==> src/rtl/vlog_arb_pkg.sv <==
// Shared types and helpers for the round-robin arbiter slice.
package vlog_arb_pkg;

  typedef enum logic [1:0] {
    ARB_IDLE    = 2'd0,
    ARB_GRANT   = 2'd1,
    ARB_RELEASE = 2'd2
  } arb_state_t;

  localparam int ARB_MAX_N = 16;

  // Input must be one-hot or zero; a zero vector maps to index 0.
  function automatic logic [3:0] onehot2idx(input logic [ARB_MAX_N-1:0] oh);
    logic [3:0] idx;
    idx = '0;
    for (int i = 0; i < ARB_MAX_N; i++) begin
      if (oh[i]) idx = idx | 4'(i);
    end
    return idx;
  endfunction

endpackage

==> src/rtl/vlog_rr_pick.sv <==
// Combinational rotating priority encoder: first set request at or above ptr_i, with wrap.
module vlog_rr_pick
  import vlog_arb_pkg::*;
#(
  parameter int N   = 4,
  parameter int IDW = 2
) (
  input  logic [N-1:0]   req_i,
  input  logic [IDW-1:0] ptr_i,
  output logic           any_o,
  output logic [IDW-1:0] winnerId_o,
  output logic [N-1:0]   winnerOh_o
);

  logic [N-1:0] rotReq;
  logic [N-1:0] rotOh;
  logic         found;

  // Rotate so ptr_i sits at bit 0, take the lowest set bit, then rotate back.
  always_comb begin
    rotReq     = N'({req_i, req_i} >> ptr_i);
    rotOh      = '0;
    found      = 1'b0;
    for (int j = 0; j < N; j++) begin
      if (!found && rotReq[j]) begin
        rotOh[j] = 1'b1;
        found    = 1'b1;
      end
    end
    winnerOh_o = N'(({rotOh, rotOh} << ptr_i) >> N);
    any_o      = found;
    winnerId_o = IDW'(onehot2idx(ARB_MAX_N'(winnerOh_o)));
  end

endmodule

==> src/rtl/vlog_rr_arbiter.sv <==
// N-way round-robin arbiter with grant-hold and a mandatory release cycle.
// Optional forced revoke of long grants: define VLOG_RR_ARB_TIMEOUT_EN.
module vlog_rr_arbiter
  import vlog_arb_pkg::*;
#(
  parameter int N        = 4,
  parameter int IDW      = 2,
  parameter int MAX_HOLD = 16
) (
  input  logic           clock,
  input  logic           reset,
  input  logic [N-1:0]   req,
  output logic [N-1:0]   gnt,
  output logic [IDW-1:0] gnt_id,
  output logic           gnt_vld,
  output logic           timeout
);

  arb_state_t     state_q, state_d;
  logic [IDW-1:0] ptr_q, ptr_d;
  logic [IDW-1:0] gntId_q, gntId_d;
  logic [N-1:0]   gnt_q, gnt_d;
  logic           gntVld_q, gntVld_d;

  logic           winAny;
  logic [IDW-1:0] winId;
  logic [N-1:0]   winOh;
  logic           holderReq;
  logic           holdExpired;

  vlog_rr_pick #(
    .N   (N),
    .IDW (IDW)
  ) u_pick (
    .req_i      (req),
    .ptr_i      (ptr_q),
    .any_o      (winAny),
    .winnerId_o (winId),
    .winnerOh_o (winOh)
  );

  assign holderReq = |(req & gnt_q);

`ifdef VLOG_RR_ARB_TIMEOUT_EN
  localparam int HCW = $clog2(MAX_HOLD);

  logic [HCW-1:0] holdCnt_q, holdCnt_d;
  logic           timeout_q, timeout_d;

  assign holdExpired = (holdCnt_q == HCW'(MAX_HOLD - 1));

  // Counter sits at zero outside GRANT, so every new grant starts from zero.
  always_comb begin
    holdCnt_d = '0;
    timeout_d = 1'b0;
    if (state_q == ARB_GRANT) begin
      holdCnt_d = holdCnt_q + HCW'(1);
      timeout_d = holderReq && holdExpired;
    end
  end

  always_ff @(posedge clock or negedge reset) begin
    if (!reset) begin
      holdCnt_q <= '0;
      timeout_q <= 1'b0;
    end else begin
      holdCnt_q <= holdCnt_d;
      timeout_q <= timeout_d;
    end
  end

  assign timeout = timeout_q;
`else
  assign holdExpired = 1'b0;
  assign timeout     = 1'b0;
`endif

  always_comb begin
    state_d  = state_q;
    ptr_d    = ptr_q;
    gnt_d    = gnt_q;
    gntId_d  = gntId_q;
    gntVld_d = gntVld_q;
    unique case (state_q)
      ARB_IDLE: begin
        gnt_d    = '0;
        gntVld_d = 1'b0;
        if (winAny) begin
          state_d  = ARB_GRANT;
          gnt_d    = winOh;
          gntId_d  = winId;
          gntVld_d = 1'b1;
          ptr_d    = (winId == IDW'(N - 1)) ? '0 : winId + IDW'(1);
        end
      end
      // No preemption: only the holder's own request (or the hold limit) ends a grant.
      ARB_GRANT: begin
        if (!holderReq || holdExpired) begin
          state_d  = ARB_RELEASE;
          gnt_d    = '0;
          gntVld_d = 1'b0;
        end
      end
      ARB_RELEASE: begin
        state_d  = ARB_IDLE;
        gnt_d    = '0;
        gntVld_d = 1'b0;
      end
      default: begin
        state_d  = ARB_IDLE;
        gnt_d    = '0;
        gntVld_d = 1'b0;
      end
    endcase
  end

  always_ff @(posedge clock or negedge reset) begin
    if (!reset) begin
      state_q  <= ARB_IDLE;
      ptr_q    <= '0;
      gnt_q    <= '0;
      gntId_q  <= '0;
      gntVld_q <= 1'b0;
    end else begin
      state_q  <= state_d;
      ptr_q    <= ptr_d;
      gnt_q    <= gnt_d;
      gntId_q  <= gntId_d;
      gntVld_q <= gntVld_d;
    end
  end

  assign gnt     = gnt_q;
  assign gnt_id  = gntId_q;
  assign gnt_vld = gntVld_q;

endmodule

==> config.mk <==
export PLATFORM = sky130hd
export DESIGN_NAME = vlog_rr_arbiter
export DESIGN_NICKNAME = d
export VERILOG_FILES = /design/src/rtl/vlog_arb_pkg.sv /design/src/rtl/vlog_rr_pick.sv /design/src/rtl/vlog_rr_arbiter.sv
export SDC_FILE = /design/constraint.sdc
export NUM_CORES = 1
export LEC_CHECK = 0
export ABC_CLOCK_PERIOD_IN_PS = 3200
export CAP_MARGIN = 20
export CORE_MARGIN = 5
export CORE_UTILIZATION = 48
export DETAILED_ROUTE_END_ITERATION = 8
export PLACE_DENSITY = 0.77
export SLEW_MARGIN = 20
export SYNTH_ARGS = -nofsm -noshare
export SYNTH_HDL_FRONTEND = slang
export SYNTH_HIERARCHICAL = 1
export SYNTH_SLANG_ARGS = --single-unit
==> constraint.sdc <==
create_clock -name clock -period 3.2 [get_ports clock]
set_clock_uncertainty 0.15 [all_clocks]
set_input_delay 0.8 -clock clock [delete_from_list [all_inputs] [get_ports clock]]
set_output_delay 0.8 -clock clock [all_outputs]
set_load 0.005 [all_outputs]
**Run 1: met2 routing**

Scale: 8 px per um. Cells faint in the background.
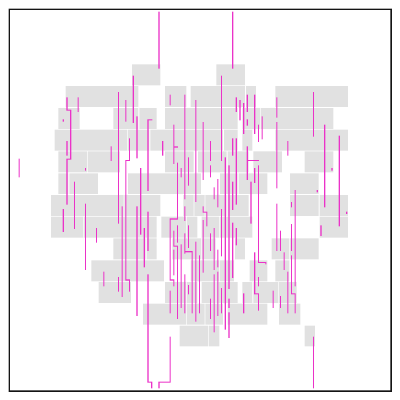
The wires run mostly vertical. The longest straight run is 21.4 um. The layer holds 47% of the routed length. The layer carries 578 um of wire.

**Run 1: nets reached from selected ports**

Scale: 8 px per um.
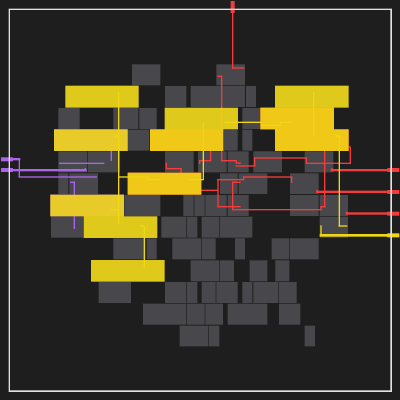
Key: gnt_id = purple [bits 2, direction output, edge left, end cells 2, wire 43.0 um]; gnt = red [bits 4, direction output, edge 3 right, 1 top, end cells 4, wire 120 um]; reset = yellow [bits 1, direction input, edge right, end cells 11, wire 74.3 um]

==> out/metrics.cfg, run 1 <==
[pwr]
clockPowerShare_pct = 13.0
p_clk_mw = 0.0904
powerSeq_mw = 0.266
cellPowerDensity_nw_per_um2 = 870.7
power_switching_mw = 0.2384
total_power_mw = 0.6973
netSwitchingFraction_pct = 34.19
leakagePower_nw = 0.3578
comb_power_mw = 0.341
peakVddDrop_v = 0.0005250
top_power_group = combinational logic
power_frac_seq_pct = 38.2
comb_power_share_pct = 48.9
internal-power_mw = 0.4589

[critical_path]
r2r_slack_ps = 1320
crit_required_ps = 3200
critical_path_class = primary input to register
cp_max_fo = 11
worstSetupStartpointType = primary input
cp-startpoint = req[3]
arrival_ps = 2560
r2r_start = ptr_q[0]$_DFFE_PN0P_
critPathCapture = ptr_q[1]$_DFFE_PN0P_
rr_worst_depth = 4
r2r_end = ptr_q[1]$_DFFE_PN0P_
worstSetupEndpointType = register

[global_routing]
grt_usage_pct = 13.87
antenna_found_initial = 0
use_met2_pct = 20.59
grt_pass1_vias = 473
use_met3_pct = 6.015
grt_max_degree = 12
grt_busiest_layer = met2
grt_pass1_wl_um = 2159
gr-usage-met1_pct = 18.75
overflow = 0

[cells_and_area]
drive_above_1_share_pct = 24.00
final_cell_mix = clkdlybuf4s50_1 (12), dfrtp_1 (11), nor2_1 (6)
antenna-diode-count = 0
layoutNonFillerInstCount = 90
nNetsFinal = 83
fin_util_pct = 60.78
area_delta_synth_final_pct = 18.30
fin_area_um2 = 800.8
lay_top_count = clkdlybuf4s50_1
fillers = 108

[detailed_routing]
drt_iter0_drc = 11
postRouteAntennaNets = 0
remaining_drc_errors = 0
wl_um = 1236
num_vias = 514
avgViaCountPerCell = 5.711
wl_per_cell_um = 13.73
first_pass_iters = 4

[place]
place_ws_ps = 363.3
dp_hpwl_um = 954.3
io_buffers = 12
placed_cells = 86
placedInstanceArea_um2 = 774.5
globalplace.congestion = 0.7593

[flow_run]
cap_violations = 0
warning_count = 26

[yosys]
ys_area_um2 = 676.9
ys_cells = 63
synthAoiAreaFrac_pct = 24.77
xor_share_pct = 0
synth_nets = 70
ys_sh_simple_pct = 16.27
adder_share_pct = 1.848
netlist_instances = 63
mux_area_share_pct = 8.133
synth.distinct_cells = 29
ys_seq_share_pct = 40.67
yosys_warnings = 6
ys_ff = 11
logic_family = AND-OR/OR-AND gates
syn_avg_cell_area_um2 = 10.74
synth_area_um2 = 676.9

[worst_hold_path]
hold_start = gnt_vld$_DFFE_PN0P_
holdPathEnd = gnt_vld$_DFFE_PN0P_
holdCritPathClass = register to register
worstHoldPathCells = 1

[sta]
grt_setup_unrepaired = no
postLayoutSetupSlackWorst_ps = 634.6
drv_slew = 0
hold_violations = 0
fin_tns_setup_ps = 0
fmax_mhz = 389.8
fin_crit_sh_pct = 80.17
holdWs_ps = 332.1
setup_violations = 0
fin_crit_ps = 2565

[clocking]
clk_latency_ps = 260
ctsResizeCount = 0
clkTransAtPathRegs_ps = 60
cts_buffers = 3
post_cts_buffers = 0
tritoncts = done
htree_levels = 1
cts_buffer_depth = 2
numClockSinks = 11
cts_root_buf = clkbuf_4
hold_buffers = 0

[floorplanning]
fp.dieH_um = 47.55
core_area_um2 = 1318
initCoreUtil_pct = 51.38
io_pins = 14
rows = 13
dieWidth_um = 47.55
dieArea_um2 = 2261

[outcome]
status = completed

**Run 1: layout detail**

Region (26, 26) to (46, 46) um. Cells in gray, sequential cells in the stronger gray; small squares are vias.
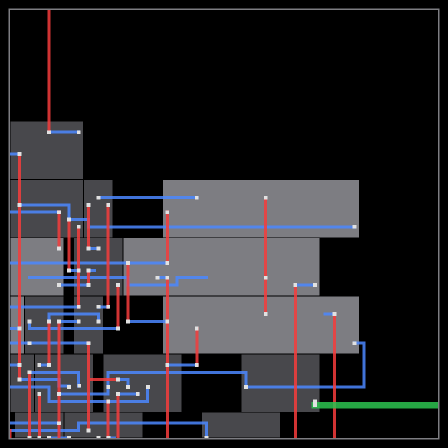
Key: met3 = green; met2 = red; met1 = blue
Sequential cells in the window: 3. 11 logic cells have their middle in the window. Netlist names of flops here include gnt (2), state_q (1). Most frequent: dfrtp_1 (3), clkdlybuf4s50_1 (2).

run 1: synth_stat cells:
cell,number,area [um^2]
dfrtp_1,11,275.3
nor2_1,6,22.52
a21oi_1,4,20.02
a22o_2,4,40.04
mux2_2,4,45.04
buf_6,3,33.78
nand2_1,3,11.26
a22oi_1,2,15.01
buf_4,2,15.01
nand2b_1,2,12.51
nor2b_1,2,12.51
o21a_1,2,15.01
o22ai_1,2,12.51
a21o_1,1,7.510
a21o_2,1,8.760
a221oi_2,1,15.01
a2bb2oi_1,1,8.760
and2_1,1,6.260
and3_1,1,6.260
conb_1,1,3.750
ha_1,1,12.51
inv_1,1,3.750
mux2i_1,1,10.01
nand2b_4,1,13.76
nor3b_4,1,18.77
o21ai_0,1,5.000
o221a_2,1,11.26
o22a_1,1,8.760
or2_2,1,6.260
run 1: critical path, stage by stage:
cell,delay [ps]
clkdlybuf4s50_1,680
mux2i_1,160
a221oi_2,380
ha_1,290
mux2_2,260
run 1: metal layers:
| layer | part of all wire (%) | up-vias |
|---|---|---|
| met1 | 46 | 250 |
| met2 | 47 | 11 |
| met3 | 7.4 | 0 |
| li1 | - | 253 |
| met4 | 0 | 0 |
| met5 | 0 | - |
run 1: final cells by class:
class / count / area, um^2 / area share [%]
multi-input combinational: 46 / 349.1 / 43.59
tap: 15 / 18.77 / 2.344
sequential: 11 / 275.3 / 34.38
timing repair buffer: 13 / 127.6 / 15.94
clock buffer: 4 / 26.28 / 3.281
inverter: 1 / 3.754 / 0.4688
run 1: state kept, by name, indices dropped and copies added (netlist names):
signal / cells
gnt_id: 2
gnt_vld: 1
ptr_q: 2
state_q: 2
gnt: 4
## Run 2: what changed since run 1
--- a/config.mk
+++ b/config.mk
@@ -5,12 +5,13 @@
 export SDC_FILE = /design/constraint.sdc
 export NUM_CORES = 1
 export LEC_CHECK = 0
-export ABC_CLOCK_PERIOD_IN_PS = 3200
+export ABC_CLOCK_PERIOD_IN_PS = 2200
 export CAP_MARGIN = 20
+export CORE_ASPECT_RATIO = 0.9
 export CORE_MARGIN = 5
-export CORE_UTILIZATION = 48
+export CORE_UTILIZATION = 43
 export DETAILED_ROUTE_END_ITERATION = 8
-export PLACE_DENSITY = 0.77
+export PLACE_DENSITY = 0.73
 export SLEW_MARGIN = 20
 export SYNTH_ARGS = -nofsm -noshare
 export SYNTH_HDL_FRONTEND = slang
==> constraint.sdc (replaced) <==
create_clock -name clock -period 2.2 [get_ports clock]
set_clock_uncertainty 0.15 [all_clocks]
set_input_delay 0.55 -clock clock [delete_from_list [all_inputs] [get_ports clock]]
set_output_delay 0.55 -clock clock [all_outputs]
set_load 0.005 [all_outputs]
==> out/metrics.cfg, run 2 <==
[critical_path]
cp_max_fo = 5  ; was 11
crit_required_ps = 2210  ; was 3200 ps
critical_path_class = primary input to register  ; unchanged
arrival_ps = 2030  ; was 2560 ps
worstSetupStartpointType = primary input  ; unchanged

[yosys]
synthArstFlopShare_pct = 100.0  ; unchanged
ys_area_um2 = 676.9  ; unchanged
syn_avg_cell_area_um2 = 10.74  ; unchanged
topCellsByArea = dfrtp_1 (41%), mux2_2 (6.7%), a22o_2 (5.9%)  ; unchanged
yosys_warnings = 6  ; unchanged
most_common_cell = dfrtp_1  ; unchanged
ys_cells = 63  ; unchanged
edf_count = 0  ; unchanged
ys_ff = 11  ; unchanged
ys_seq_share_pct = 40.67  ; unchanged
top_area_cell = dfrtp_1  ; unchanged

[detailed_routing]
first_pass_iters = 4  ; unchanged
wl_per_cell_um = 13.92  ; was 13.73 um
drt_iter0_drc = 9  ; was 11
avgViaCountPerCell = 5.520  ; was 5.711
num_vias = 552  ; was 514

[global_routing]
antenna_found_initial = 0  ; unchanged
grt_usage_pct = 12.79  ; was 13.87%
grt_pass1_wl_um = 2235  ; was 2159 um
grt_pass1_vias = 511  ; was 473

[sta]
postLayoutSetupSlackWorst_ps = 176.6  ; was 634.6 ps
fin_crit_sh_pct = 91.97
fin_crit_ps = 2023
fin_tns_setup_ps = 0  ; unchanged

[place]
dp_hpwl_um = 1100  ; was 954.3 um
io_buffers = 12  ; unchanged
place_ws_ps = -100.9  ; was 363.3 ps
placed_cells = 96  ; was 86

[pwr]
comb_power_share_pct = 50.5  ; was 48.9%
power_switching_mw = 0.3673  ; was 0.2384 mW
powerSeq_mw = 0.388  ; was 0.266 mW
top_power_group = combinational logic  ; unchanged
leakagePower_nw = 0.4088  ; was 0.3578 nW
peakVddDrop_v = 0.0007434  ; was 0.0005250 V
netSwitchingFraction_pct = 34.66  ; was 34.19%
comb_power_mw = 0.535  ; was 0.341 mW
internal-power_mw = 0.6924  ; was 0.4589 mW

[floorplanning]
fp.dieH_um = 47.64  ; was 47.55 um
core_area_um2 = 1464  ; was 1318 um^2
rows = 13  ; unchanged
io_pins = 14  ; unchanged

[clocking]
cts_buffers = 3  ; unchanged
hold_buffers = 0  ; unchanged
ctsResizeCount = 0  ; unchanged
clk_latency_ps = 270  ; was 260 ps
htree_levels = 1  ; unchanged
post_cts_buffers = 0  ; unchanged
clkTransAtPathRegs_ps = 70  ; was 60 ps
cts_buffer_depth = 2  ; unchanged

[outcome]
status = completed  ; unchanged

[cells_and_area]
largest_reg_flops = 4  ; unchanged
layoutNonFillerInstCount = 100  ; was 90
drive_above_1_share_pct = 34.12  ; was 24.00%
antenna-diode-count = 0  ; unchanged
area_delta_synth_final_pct = 29.57  ; was 18.30%

[flow_run]
cap_violations = 0  ; unchanged

[worst_hold_path]
holdCritPathClass = register to register  ; unchanged

## run 2: cell counts after synthesis
Identical to the previous run, type by type.
## run 2: layout make-up
type                    instances  area [um^2]
clock buffers                   3        22.52
multi-input cells              46        349.1
well taps                      15        18.77
inverters                       1        3.754
fillers                       123        586.8
repair buffers                 23        202.7
flip-flops and latches         11        275.3
clock inverters                 1        5.005
## run 2: per-stage QoR
stage	cell area (um^2)	hold slack, ps
floorplan	676.9	104.4
global placement	849.6	317.8
detailed placement	849.6	319.4
CTS	877.1	337.0
global route	877.1	350.8
finish	877.1	332.3
## run 2: final timing paths
kind,from,to,slack [ps],depth (start not counted)
worst max-delay path,req[3],ptr_q[1]$_DFFE_PN0P_,180,7
worst min-delay path,gnt_vld$_DFFE_PN0P_,gnt_vld$_DFFE_PN0P_,330,1
worst max register to register,ptr_q[0]$_DFFE_PN0P_,ptr_q[1]$_DFFE_PN0P_,360,4
worst min register to register,gnt_vld$_DFFE_PN0P_,gnt_vld$_DFFE_PN0P_,330,1
max in group asynchronous,reset,ptr_q[1]$_DFFE_PN0P_,1110,1
min in group asynchronous,reset,gnt[2]$_DFFE_PN0P_,460,1
## run 2: critical path, stage by stage
cell	delay, ps
clkdlybuf4s50_1	420
buf_4	160
nor2b_1	110
o22ai_1	90
o22a_1	190
ha_1	260
mux2_2	250
## run 2: cell families after synthesis
| family | synth area share, % |
|---|---|
| and+or+nand+nor | 16.27 |
| adders and majority gates | 1.848 |
| muxes | 8.133 |
| AOI/OAI and AO/OA | 24.77 |
| other | 0.5540 |
| DFF | 40.66 |
| buffers and inverters | 7.762 |
## run 2: layer usage
layer  vias up  GRT usage [%]  wire length [um]
met4         0          3.141                 4
met2        14          20.30               651
met1       265          15.99               662
met5         -              0                 0
met3         2          5.919                74
li1        271              -                 -
**Run 2: routed metal, one color a layer**

Scale: 12 px per um. Only two layers are drawn.
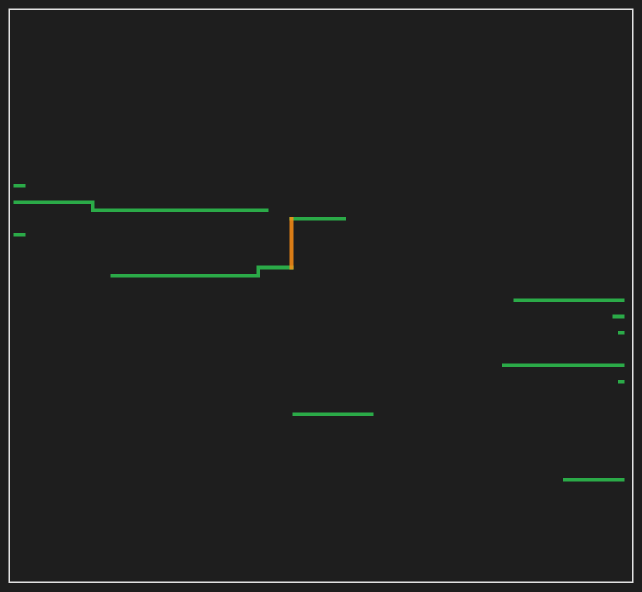
Key: met3 = green [wire length 74.3 um]; met4 = orange [wire length 4.10 um]

**Run 2: nets reached from selected ports**

Scale: 8 px per um.
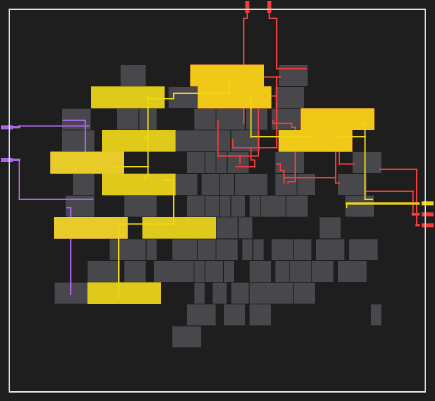
Key: reset = yellow [bits 1, direction input, edge right, end cells 11, wire 88.8 um]; gnt_id = purple [bits 2, direction output, edge left, end cells 2, wire 54.4 um]; gnt = red [bits 4, direction output, edge 2 top, 2 right, end cells 4, wire 135 um]

No activity file was given, so power comes from the tool's default toggle rates.
